`src/rtl/rf_pkg.sv`:
```
// Shared definitions for the register-file write arbiter slice:
// register/data widths, the zero register, and the mul/div queue entry.
package rf_pkg;

  localparam int REG_ADDR_W = 5;
  localparam int DATA_W     = 32;

  localparam logic [REG_ADDR_W-1:0] REG_ZERO = 5'd0;

  // One buffered mul/div result; live=0 means the write was superseded
  typedef struct packed {
    logic                  live;
    logic [REG_ADDR_W-1:0] addr;
    logic [DATA_W-1:0]     data;
  } q_entry_t;

  // True when entry e still owes a write to register a (r0 never matches)
  function automatic logic addr_hit(input q_entry_t e, input logic [REG_ADDR_W-1:0] a);
    return e.live && (a != REG_ZERO) && (e.addr == a);
  endfunction

endpackage

```
`src/rtl/rf_wr_queue.sv`:
```
// Valid-bit FIFO for mul/div results waiting on the register file write port.
// Entries can be killed in place when a younger pipeline write hits the same
// register; killed entries still occupy their slot until popped.
module rf_wr_queue
  import rf_pkg::*;
#(
  parameter int DEPTH = 2
) (
  input  logic                  clk,
  input  logic                  reset,
  input  logic                  push,
  input  logic [REG_ADDR_W-1:0] push_addr,
  input  logic [DATA_W-1:0]     push_data,
  input  logic                  pop,
  input  logic                  kill,
  input  logic [REG_ADDR_W-1:0] kill_addr,
  input  logic [REG_ADDR_W-1:0] match_addr_a,
  input  logic [REG_ADDR_W-1:0] match_addr_b,
  output q_entry_t              head,
  output logic                  empty,
  output logic                  full,
  output logic                  will_empty,
  output logic                  match_a,
  output logic                  match_b
);

  localparam int PTR_W = $clog2(DEPTH);

  q_entry_t           entries [DEPTH];
  logic [PTR_W-1:0]   wr_ptr;
  logic [PTR_W-1:0]   rd_ptr;
  logic [PTR_W:0]     count;
  logic [PTR_W:0]     count_next;
  logic               push_ok;
  logic               pop_ok;

  assign empty   = (count == '0);
  assign full    = (count == (PTR_W+1)'(DEPTH));
  assign push_ok = push && !full;
  assign pop_ok  = pop && !empty;
  assign head    = entries[rd_ptr];

  // Occupancy after this edge; the top uses it to clear the starvation count
  always_comb begin
    count_next = count;
    if (push_ok && !pop_ok) begin
      count_next = count + (PTR_W+1)'(1);
    end else if (pop_ok && !push_ok) begin
      count_next = count - (PTR_W+1)'(1);
    end
  end

  assign will_empty = (count_next == '0);

  // Hazard lookup: any live entry targeting either decode source register
  always_comb begin
    match_a = 1'b0;
    match_b = 1'b0;
    for (int i = 0; i < DEPTH; i++) begin
      if (addr_hit(entries[i], match_addr_a)) match_a = 1'b1;
      if (addr_hit(entries[i], match_addr_b)) match_b = 1'b1;
    end
  end

  // Storage update: kill matches first, retire the popped slot, then push
  always_ff @(posedge clk) begin
    if (reset) begin
      for (int i = 0; i < DEPTH; i++) begin
        entries[i] <= '0;
      end
      wr_ptr <= '0;
      rd_ptr <= '0;
      count  <= '0;
    end else begin
      for (int i = 0; i < DEPTH; i++) begin
        if (kill && addr_hit(entries[i], kill_addr)) begin
          entries[i].live <= 1'b0;
        end
      end
      if (pop_ok) begin
        entries[rd_ptr].live <= 1'b0;
        rd_ptr               <= rd_ptr + PTR_W'(1);
      end
      if (push_ok) begin
        entries[wr_ptr].live <= 1'b1;
        entries[wr_ptr].addr <= push_addr;
        entries[wr_ptr].data <= push_data;
        wr_ptr               <= wr_ptr + PTR_W'(1);
      end
      count <= count_next;
    end
  end

endmodule

```
`src/rtl/rf_write_arbiter.sv`:
```
// Shares the single register file write port between pipeline writeback
// (always wins) and buffered mul/div results, drives decode hazard flags,
// and freezes writeback for a cycle when a queued result starves.
module rf_write_arbiter
  import rf_pkg::*;
#(
  parameter int DEPTH      = 2,
  parameter int STARVE_MAX = 4
) (
  input  logic                  clk,
  input  logic                  reset,
  input  logic                  wb_we,
  input  logic [REG_ADDR_W-1:0] wb_addr,
  input  logic [DATA_W-1:0]     wb_data,
  input  logic                  md_valid,
  output logic                  md_ready,
  input  logic [REG_ADDR_W-1:0] md_addr,
  input  logic [DATA_W-1:0]     md_data,
  input  logic [REG_ADDR_W-1:0] rd_addr_a,
  input  logic [REG_ADDR_W-1:0] rd_addr_b,
  output logic                  hazard_a,
  output logic                  hazard_b,
  output logic                  wb_stall,
  output logic                  WrC,
  output logic [REG_ADDR_W-1:0] AddrC,
  output logic [DATA_W-1:0]     WrtDataC
);

  localparam int CNT_W = $clog2(STARVE_MAX + 1);

  q_entry_t          head;
  logic              q_empty;
  logic              q_full;
  logic              q_will_empty;
  logic              q_match_a;
  logic              q_match_b;
  logic              wb_grant;
  logic              head_live;
  logic              q_pop;
  logic              q_push;
  logic              live_pop;
  logic [CNT_W-1:0]  cnt;
  logic [CNT_W-1:0]  cnt_next;

  assign wb_grant  = wb_we && (wb_addr != REG_ZERO);
  assign head_live = !q_empty && head.live;
  // Dead heads always leave; a live head leaves only when it gets the port
  assign q_pop     = !q_empty && (!head.live || !wb_grant);
  assign live_pop  = head_live && !wb_grant;
  assign md_ready  = !q_full && !reset;
  // Writes to r0 complete the handshake but are never buffered
  assign q_push    = md_valid && md_ready && (md_addr != REG_ZERO);

  rf_wr_queue #(
    .DEPTH(DEPTH)
  ) u_queue (
    .clk         (clk),
    .reset       (reset),
    .push        (q_push),
    .push_addr   (md_addr),
    .push_data   (md_data),
    .pop         (q_pop),
    .kill        (wb_grant),
    .kill_addr   (wb_addr),
    .match_addr_a(rd_addr_a),
    .match_addr_b(rd_addr_b),
    .head        (head),
    .empty       (q_empty),
    .full        (q_full),
    .will_empty  (q_will_empty),
    .match_a     (q_match_a),
    .match_b     (q_match_b)
  );

  assign hazard_a = !reset && q_match_a;
  assign hazard_b = !reset && q_match_b;

  // Write port mux: pipeline first, then a live queue head, else idle
  always_comb begin
    WrC      = 1'b0;
    AddrC    = REG_ZERO;
    WrtDataC = '0;
    if (!reset) begin
      if (wb_grant) begin
        WrC      = 1'b1;
        AddrC    = wb_addr;
        WrtDataC = wb_data;
      end else if (head_live) begin
        WrC      = 1'b1;
        AddrC    = head.addr;
        WrtDataC = head.data;
      end
    end
  end

  // Starvation count: cleared by a live drain or an empty queue, saturating otherwise
  always_comb begin
    cnt_next = cnt;
    if (live_pop || q_will_empty) begin
      cnt_next = '0;
    end else if (head_live && cnt != CNT_W'(STARVE_MAX)) begin
      cnt_next = cnt + CNT_W'(1);
    end
  end

  // Registered starvation state and the writeback freeze request
  always_ff @(posedge clk) begin
    if (reset) begin
      cnt      <= '0;
      wb_stall <= 1'b0;
    end else begin
      cnt      <= cnt_next;
      wb_stall <= (cnt_next == CNT_W'(STARVE_MAX));
    end
  end

endmodule

```
`config.mk`:
```
export PLATFORM = sky130hd
export DESIGN_NAME = rf_write_arbiter
export DESIGN_NICKNAME = d
export VERILOG_FILES = /design/src/rtl/rf_pkg.sv /design/src/rtl/rf_wr_queue.sv /design/src/rtl/rf_write_arbiter.sv
export SDC_FILE = /design/constraint.sdc
export NUM_CORES = 1
export LEC_CHECK = 0
export CAP_MARGIN = 20
export CORE_UTILIZATION = 25
export CTS_CLUSTER_DIAMETER = 120
export DETAILED_ROUTE_END_ITERATION = 10
export HOLD_SLACK_MARGIN = 0.1
export PLACE_DENSITY = 0.45
export REMOVE_ABC_BUFFERS = 1
export SLEW_MARGIN = 20
export SYNTH_ARGS = -nofsm -noshare
export SYNTH_HDL_FRONTEND = slang
export SYNTH_SLANG_ARGS = --single-unit
```
`constraint.sdc`:
```
create_clock -name clk -period 7.85 [get_ports clk]
set_clock_uncertainty 0.05 [all_clocks]
set_input_delay 1.57 -clock clk [delete_from_list [all_inputs] [get_ports clk]]
set_output_delay 1.57 -clock clk [all_outputs]
set_load 0.05 [all_outputs]
```
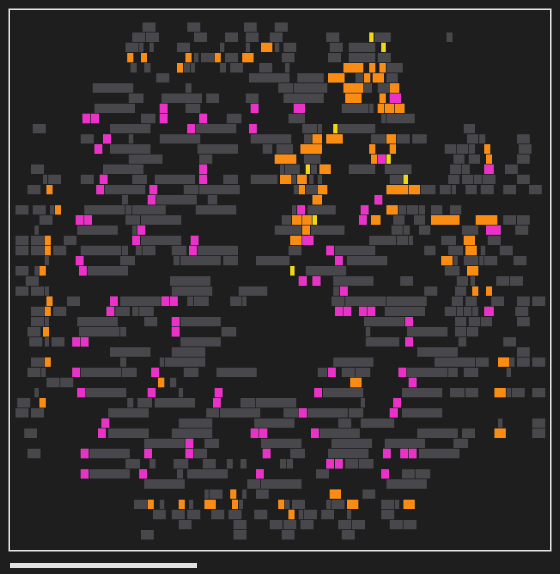
Fig. 1. Gate-type map (run 1).
Scale bar: 50 µm.
legend:
  magenta:
    family: and/or cells
    cells: 86
  yellow:
    family: inv cells
    cells: 8
    most_used: inv_1
  orange:
    family: aoi and oai cells
    cells: 77
    most_used: a21oi_1
    where: all over the die
logic share of the area: 36.20%
Commonest Layout Cell: clkdlybuf4s50_1
final std cells w/o fill: 853

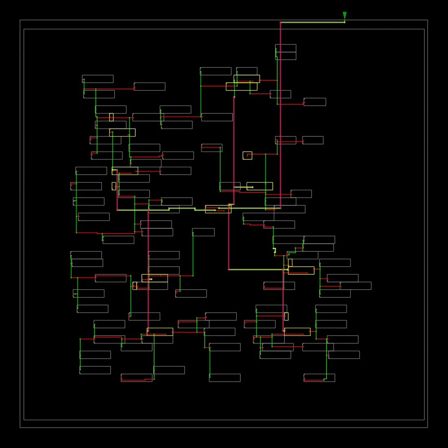
Fig. 2. Clock routing (run 1).
flip-flops: 85
clk sinks: 85
clk latency late pin: 0.34 ns
power in the clock group: 414 µW

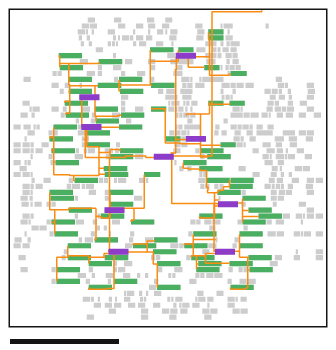
Fig. 3. Clock wires, drivers and flops (run 1).
Scale bar: 50 µm.
legend:
  orange:
    item: clock wires
    length: 1210 µm
  green:
    item: flip-flops
    count: 85
  purple:
    item: clock-net drivers
    count: 9
routed clock nets: 10
clock network fraction of design power: 26.3%

==> metrics.csv, run 1 <==
metric,value,unit
status,finished clean,
chip_area,20930,µm²
critPathBufInv,3,
final_layout_size_suffix_gt1_share,16.50,%
drtPass1Iterations,4,
drc,0,
final_cell_mix,"128 x clkdlybuf4s50_1, 74 x edfxtp_1, 40 x nand2_1",
cts_root_buffer,clkbuf_16,
clock_path_buffers,2,
grt_pass1_wl,23.92,mm
ir_worst_vdd,106.2,µV
io_pins,130,
cts_hold_buf,0,
cts.reportedPaths.clkPinSlew,0.06,ns
place_congestion,0.8812,
final_area,6948,µm²
synthToLayoutAreaGrowth,36.54,%
tightestPinTransition,1.060,ns
hold_violations,0,
dp_cells,837,
required,6.23,ns
dp_hpwl,10.05,mm
critical_path.max_stage_delay,0.83,ns
ff_type,edfxtp_1,
drv_cap,0,
synth_cell_types,58,
path_max_fanout,30,
yosysCellCount,471,
fmax,151.3,MHz
critPathTopFamily,buffers and inverters,
fin_crit_sh,84.22,%
hold_depth,2,
hold_slack,0.4842,ns
startpoint_type,input port,
routed_wl,15.31,mm
-- run 1: how the worst max path moves through the flow --
stage,startpoint,depth (start not counted),end
floorplan,wb_addr[1],4,WrtDataC[0]
global placement,wb_addr[1],7,AddrC[4]
detailed placement,wb_addr[1],7,WrtDataC[22]
CTS,wb_addr[1],7,WrtDataC[22]
global route,wb_addr[1],7,WrtDataC[22]
finish,wb_addr[1],7,AddrC[4]
-- run 1: power by group --
group          leakage, nW  switching (mW)  internal, mW  total, mW
clock network        0.137           0.171         0.243      0.414
logic                 1.49           0.284         0.236      0.521
registers            0.864          0.0844         0.556      0.640
-- run 1: tightest hold or removal path, stage by stage, from the launching register on --
cell and delay [ns]:
dfxtp_1 0.32, o21ai_0 0.10, a21oi_1 0.08
-- run 1: sequential cells by signal (all words and copies together), names as in the netlist, named ones only --
name             flops
cnt                  3
u_queue.count        2
u_queue.entries     76
u_queue.rd_ptr       1
u_queue.wr_ptr       1
wb_stall             1
-- run 1: cell usage after synthesis, types with 2 or more instances --
cell | instances | area share (%)
a21oi_2 | 11 | 1.9
xnor2_1 | 12 | 2.1
inv_1 | 8 | 0.59
o211ai_1 | 3 | 0.44
a221oi_2 | 2 | 0.59
mux2_2 | 38 | 8.4
nand3_1 | 28 | 2.8
nor2_1 | 11 | 0.81
a311oi_1 | 2 | 0.34
ha_1 | 4 | 0.98
edfxtp_1 | 74 | 44
a211oi_1 | 6 | 0.89
and3_1 | 38 | 4.7
and2_1 | 38 | 4.7
nand4_1 | 3 | 0.37
nand2_1 | 40 | 3.0
a21oi_1 | 29 | 2.9
dfxtp_1 | 11 | 4.3
nor4_1 | 5 | 0.61
nand3_2 | 10 | 2.0
buf_2 | 8 | 0.79
a211oi_2 | 2 | 0.49
clkbuf_1 | 22 | 1.6
or3_1 | 2 | 0.25
or4_1 | 2 | 0.29
xor2_1 | 19 | 3.3
a32oi_1 | 5 | 0.86
o21ai_0 | 7 | 0.69
nor3_1 | 2 | 0.20
-- run 1: final cells by class --
| class | count | area [µm²] |
|---|---|---|
| inverters | 8 | 30.03 |
| clock inverters | 6 | 53.80 |
| well taps | 265 | 331.6 |
| repair buffers | 134 | 1344 |
| flip-flops and latches | 85 | 2445 |
| multi-input cells | 345 | 2515 |
| clock buffers | 10 | 229.0 |
| fillers | 1988 | 12770 |
-- run 1: through the flow --
stage | setup WS [ns] | util (%) | power (mW)
2_1_floorplan | 2.175 | - | 0.9583
3_3_place_gp | 1.215 | 33.66 | 1.162
3_5_place_dp | 1.217 | 33.80 | 1.174
4_1_cts | 1.213 | 35.24 | 1.593
5_1_grt | 1.022 | 35.24 | 1.657
6_report | 1.239 | 35.24 | 1.575
-- run 1: cells by family after synthesis --
logic type	count (synthesis)	synth area share [%]
buffers and inverters	41	3.614
xor gates and xnor gates	31	5.336
muxes	39	8.606
adders and majority gates	4	0.9836
and+or+nand+nor	191	21.96
DFF	85	48.00
AOI/OAI and AO/OA	80	11.51
Fig. 4: run 1, placement by cell class
Scale bar: 50 µm.
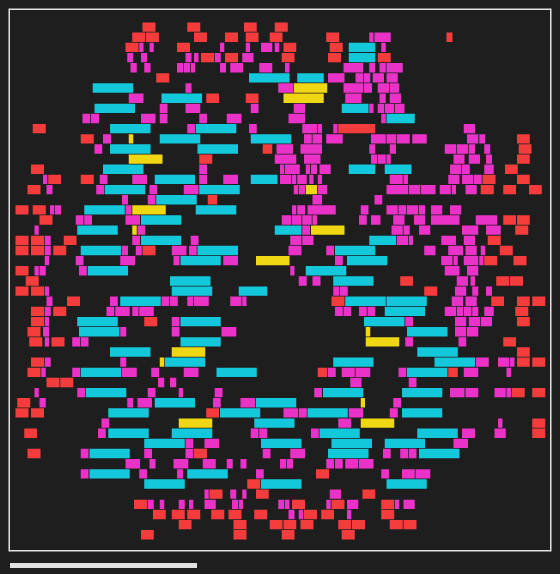

==> run 2, diff against run 1 <==
PLACE_DENSITY = 0.47   (was 0.45)
clock period = 5.53 ns   (was 7.85 ns; I/O delays follow)
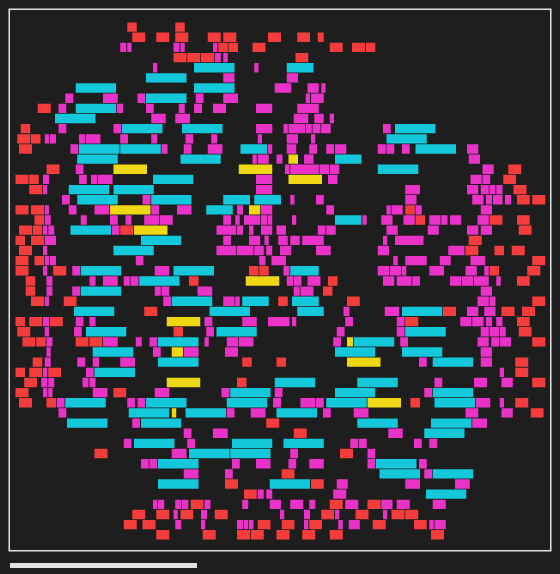
Fig. 5. Placement by cell class (run 2).
Scale bar: 50 µm.
legend:
  red:
    class: remaining buffers and delay cells
    cells: 141
    share_of_their_area: 20%
  yellow:
    class: clock drivers and dummy loads
    cells: 15
    share_of_their_area: 4.4%
  magenta:
    class: remaining logic cells
    cells: 353
    share_of_their_area: 39%
  cyan:
    class: registers
    cells: 85
    share_of_their_area: 37%
site row count: 51
fin util: 35.15%
Seq area share: 35.26%
design area: 6930 µm²
CORE AREA: 19720 µm²

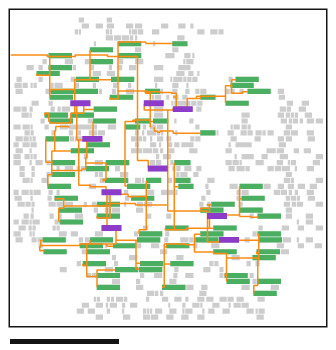
Fig. 6. Clock wires, drivers and flops (run 2).
Scale bar: 50 µm.
legend:
  orange:
    item: clock wires
    length: 1280 µm
  green:
    item: flip-flops
    count: 85
  purple:
    item: clock-net drivers
    count: 9
routed clock nets: 10

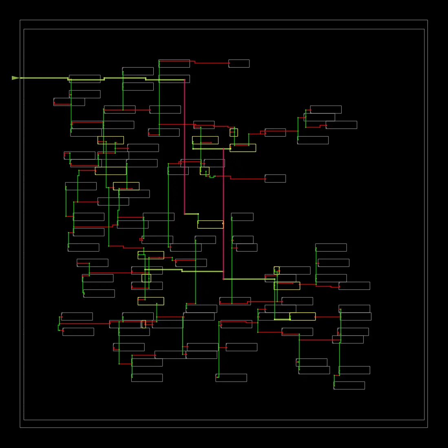
Fig. 7. Clock routing (run 2).
power in the clock group: 611 µW
CLK BUF: 10

==> run 2 against run 1 <==
  * Sequential power grew 32%
  * Die size unchanged
  * Combinational power rose by 53%
  * Register-to-register slack worse by 2.4 ns
  * Routed wire length increased by 3.1%
  * Cell area fell by 0.25%
  * Setup slack worse by 0.80 ns
  * Final cell count is 0.70% higher
  * Flip-flop count is the same
  * Hold slack improved by 0.0071 ns
  * Power grew 43%
==> metrics.csv, run 2 <==
metric,value,unit
status,finished clean,
chip_area,20930,µm²
routed_wl,15.78,mm
netSwitchingFraction,34.98,%
cts.sinks,85,
place_congestion,0.8371,
synth.area.top_cells,"edfxtp_1 44%, mux2_2 8.4%, and2_1 4.7%",
top_logic_kind,simple AND/OR/NAND/NOR gates,
synth.most_common_cell,edfxtp_1,
final_cell_mix,"106 x clkdlybuf4s50_1, 74 x edfxtp_1, 40 x nand2_1",
ys_sh_mux,8.606,%
critPathTopFamily,buffers and inverters,
tightestPinTransition,1.088,ns
synthAdderAreaFrac,0.9835,%
io_pins,130,
clock_power_share,27.1,%
mostFrequentLayoutCell,clkdlybuf4s50_1,
reg_top3,"u_queue.entries x76, cnt x3, u_queue.count x2",
fin_crit_sh,92.11,%
grt_pass1_wl,24.21,mm
drv_cap,0,
power_frac_comb,35.4,%
final_layout_size_suffix_gt1_share,21.55,%
fmax,196.3,MHz
dp_hpwl,10.53,mm
critPathBufInv,2,
required,4.37,ns
clock_path_buffers,2,
yosysCellCount,471,
synth_cell_types,58,
layout.cells.non_filler,859,
startpoint_type,input port,
switchingPower,788.8,µW
largest_reg_flops,76,
fillCellCount,1986,
cts_root_buffer,clkbuf_16,
-- run 2: cell types whose count changed in the layout (fill, tap and decap cells not counted), sizes merged --
| cell | before | now |
|---|---|---|
| buf | 6 | 35 |
| clkdlybuf4s50 | 128 | 106 |
| clkinv | 5 | 2 |
| clkinvlp | 0 | 1 |
| inv | 8 | 9 |
-- run 2: power by group through the flow --
stage                     logic [mW]  registers, mW  clock network [mW]
after floorplan                0.488          0.873                   0
after global placement         0.807          0.857                   0
after detailed placement       0.806          0.860                   0
after CTS                      0.810          0.846               0.620
after global routing           0.867          0.855               0.643
final                          0.798          0.846               0.611
-- run 2: metrics by stage --
step | area [µm²] | setup slack, ns | total power [mW] | hold slack, ns
floorplan | 4935 | 0.4606 | 1.360 | 0.4325
global placement | 6641 | 0.4378 | 1.664 | 0.4605
detailed placement | 6641 | 0.4334 | 1.667 | 0.4804
CTS | 6930 | 0.4161 | 2.276 | 0.4902
global route | 6930 | 0.2888 | 2.365 | 0.5364
finish | 6930 | 0.4364 | 2.255 | 0.4913
-- run 2: layout make-up --
| class | instances | area [µm²] | share of cell area (%) |
|---|---|---|---|
| sequential | 85 | 2444 | 35.26 |
| timing repair buffer | 141 | 1321 | 19.06 |
| inverter | 8 | 30.03 | 0.4333 |
| multi-input combinational | 345 | 2515 | 36.29 |
| tap | 265 | 331.6 | 4.784 |
| clock buffer | 10 | 229.0 | 3.304 |
| clock inverter | 5 | 60.06 | 0.8666 |
-- run 2: cells by family after synthesis --
group | Yosys count
compound gates | 80
xor+xnor | 31
fa+ha+maj | 4
buf+inv | 41
flops | 85
mux | 39
simple gates | 191
-- run 2: how the worst max path moves through the flow --
stage	endpoint	slack, ns	start	cells past startpoint
floorplan	WrtDataC[0]	0.46	flip-flop	4
global placement	WrtDataC[5]	0.44	wb_addr[0]	6
detailed placement	WrtDataC[5]	0.43	wb_addr[1]	6
CTS	WrtDataC[5]	0.42	wb_addr[1]	6
global route	WrtDataC[5]	0.29	wb_addr[1]	6
finish	WrtDataC[5]	0.44	wb_addr[1]	6
-- run 2: routing by layer --
layer	track usage [%]	wire, µm	up-vias
met5	0	0	-
met2	26.16	7525	115
li1	-	-	1973
met1	21.02	7360	1968
met4	3.934	155	0
met3	2.863	735	10
-- run 2: worst reg2reg max path, cell delays in order, from the launching register on --
cell and delay, ns:
dfxtp_1 0.44, inv_1 0.14, ha_1 0.26, or3b_1 0.49, a21oi_4 0.82, and2_1 0.25
or2_2 0.84
==> run 3, diff against run 2 <==
CAP_MARGIN = unset   (was 20)
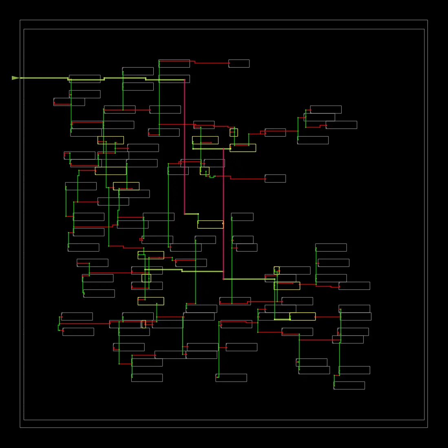
Fig. 8. Clock routing (run 3).
TritonCTS buffer count: 9

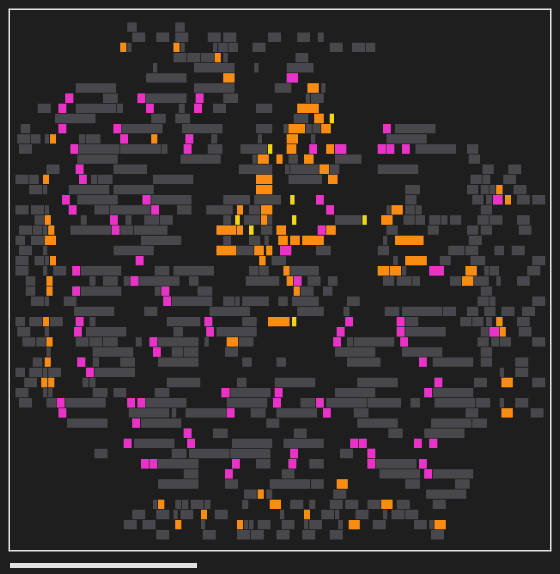
Fig. 9. Gate-type map (run 3).
Scale bar: 50 µm.
legend:
  orange:
    family: aoi and oai cells
    cells: 77
    most_used: a21oi_1
    where: all over the die
  yellow:
    family: inv cells
    cells: 8
    most_used: inv_1
    where: middle
  magenta:
    family: and/or cells
    cells: 86
    where: all over the die
logic share of the area: 36.29%
final std cells w/o fill: 859

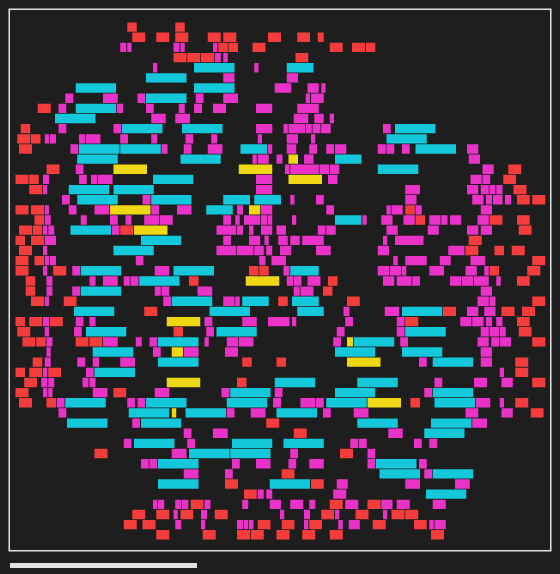
Fig. 10. Placement by cell class (run 3).
Scale bar: 50 µm.
legend:
  cyan:
    class: registers
    cells: 85
    share_of_their_area: 37%
  yellow:
    class: clock drivers and dummy loads
    cells: 15
    share_of_their_area: 4.4%
  magenta:
    class: remaining logic cells
    cells: 353
    share_of_their_area: 39%
  red:
    class: remaining buffers and delay cells
    cells: 141
    share_of_their_area: 20%

==> run 3 against run 2 <==
  * Sequential power barely moved
  * Maximum frequency did not move
  * Flip-flop count did not move
  * First-iteration DRC count did not move
  * Global-route usage did not move
  * Largest power group unchanged
  * Synthesized area did not move
==> metrics.csv, run 3 <==
metric,value,unit
status,finished clean,
ys_sh_simple,21.96,%
netSwitchingFraction,34.98,%
final_cell_mix,"106 x clkdlybuf4s50_1, 74 x edfxtp_1, 40 x nand2_1",
cts.reportedPaths.clkPinSlew,0.06,ns
clk_latency,0.34,ns
synthToLayoutAreaGrowth,36.19,%
place_congestion,0.8371,
dp_hpwl,10.53,mm
fmax,196.3,MHz
ir_worst_vdd,178.1,µV
synthAdderAreaFrac,0.9835,%
io_pins,130,
fin_crit_sh,92.11,%
mostFrequentLayoutCell,clkdlybuf4s50_1,
switchingPower,788.8,µW
tightestPinTransition,1.088,ns
drtPass1Iterations,4,
reg_top3,"u_queue.entries x76, cnt x3, u_queue.count x2",
clock_path_buffers,2,
common_cells,"74 x edfxtp_1, 40 x nand2_1, 38 x and2_1, 38 x and3_1, 38 x mux2_2",
largest_area_cell,edfxtp_1,
startpoint_type,input port,
critical_path.max_stage_delay,0.82,ns
cts_root_buffer,clkbuf_16,
cts_hold_buf,0,
clock_power_share,27.1,%
yosysCellCount,471,
ys_sh_mux,8.606,%
num_rows,51,
synth.most_common_cell,edfxtp_1,
post_synth_ao_oa_area_fraction,11.51,%
[run 3: cell counts in the layout (fill, tap and decap cells not counted)]
Identical to the previous run, type by type.
[run 3: power by group through the flow]
stage               Sequential (mW)  Combinational (mW)  Clock, mW
finish                        0.846               0.798      0.611
global route                  0.855               0.867      0.643
CTS                           0.846               0.810      0.620
detailed placement            0.860               0.806          0
global placement              0.857               0.807          0
floorplan                     0.873               0.488          0
[run 3: layout make-up]
class	instances	area [µm²]
fillers	1986	12790
multi-input cells	345	2515
flip-flops and latches	85	2444
repair buffers	141	1321
well taps	265	331.6
clock buffers	10	229.0
clock inverters	5	60.06
inverters	8	30.03
[run 3: through the flow]
| step | power, mW | hold slack [ns] | instance area (µm²) | worst slack (ns) | std cells |
|---|---|---|---|---|---|
| after global routing | 2.365 | 0.5364 | 6930 | 0.2888 | 859 |
| final | 2.255 | 0.4913 | 6930 | 0.4364 | 859 |
| after global placement | 1.664 | 0.4605 | 6641 | 0.4378 | 844 |
| after floorplan | 1.360 | 0.4325 | 4935 | 0.4606 | 438 |
| after detailed placement | 1.667 | 0.4804 | 6641 | 0.4334 | 844 |
| after CTS | 2.276 | 0.4902 | 6930 | 0.4161 | 859 |
[run 3: per-layer routing]
layer | up-vias | GRT usage [%] | wire length, µm
met4 | 0 | 3.934 | 155
met5 | - | 0 | 0
met3 | 10 | 2.863 | 735
met1 | 1968 | 21.02 | 7360
met2 | 115 | 26.16 | 7525
li1 | 1973 | - | -
[run 3: critical path: cells and delay by family]
family                 cells  cell delay [ns]
AND-OR/OR-AND              2             0.70
buffers and inverters      2             1.35
AND/OR/NAND/NOR            2             0.77
[run 3: worst paths after layout]
kind,from,end,slack [ns],depth (start not counted)
worst max-delay path,wb_addr[1],WrtDataC[5],0.44,6
worst min-delay path,u_queue.rd_ptr,flip-flop,0.49,2
worst max register to register,u_queue.count[0],u_queue.entries[1][10],1.85,6
worst min register to register,u_queue.rd_ptr,flip-flop,0.49,2
[run 3: cell families (layout without fill, tap and decap cells)]
logic type / count (synthesis) / in the layout
adder cells (fa/ha/maj): 4 / 4
XOR/XNOR: 31 / 31
AND-OR/OR-AND: 80 / 80
AND/OR/NAND/NOR: 191 / 191
flip-flops: 85 / 85
multiplexers: 39 / 39
buffers and inverters: 41 / 164
Power and IR drop assume default switching activity.
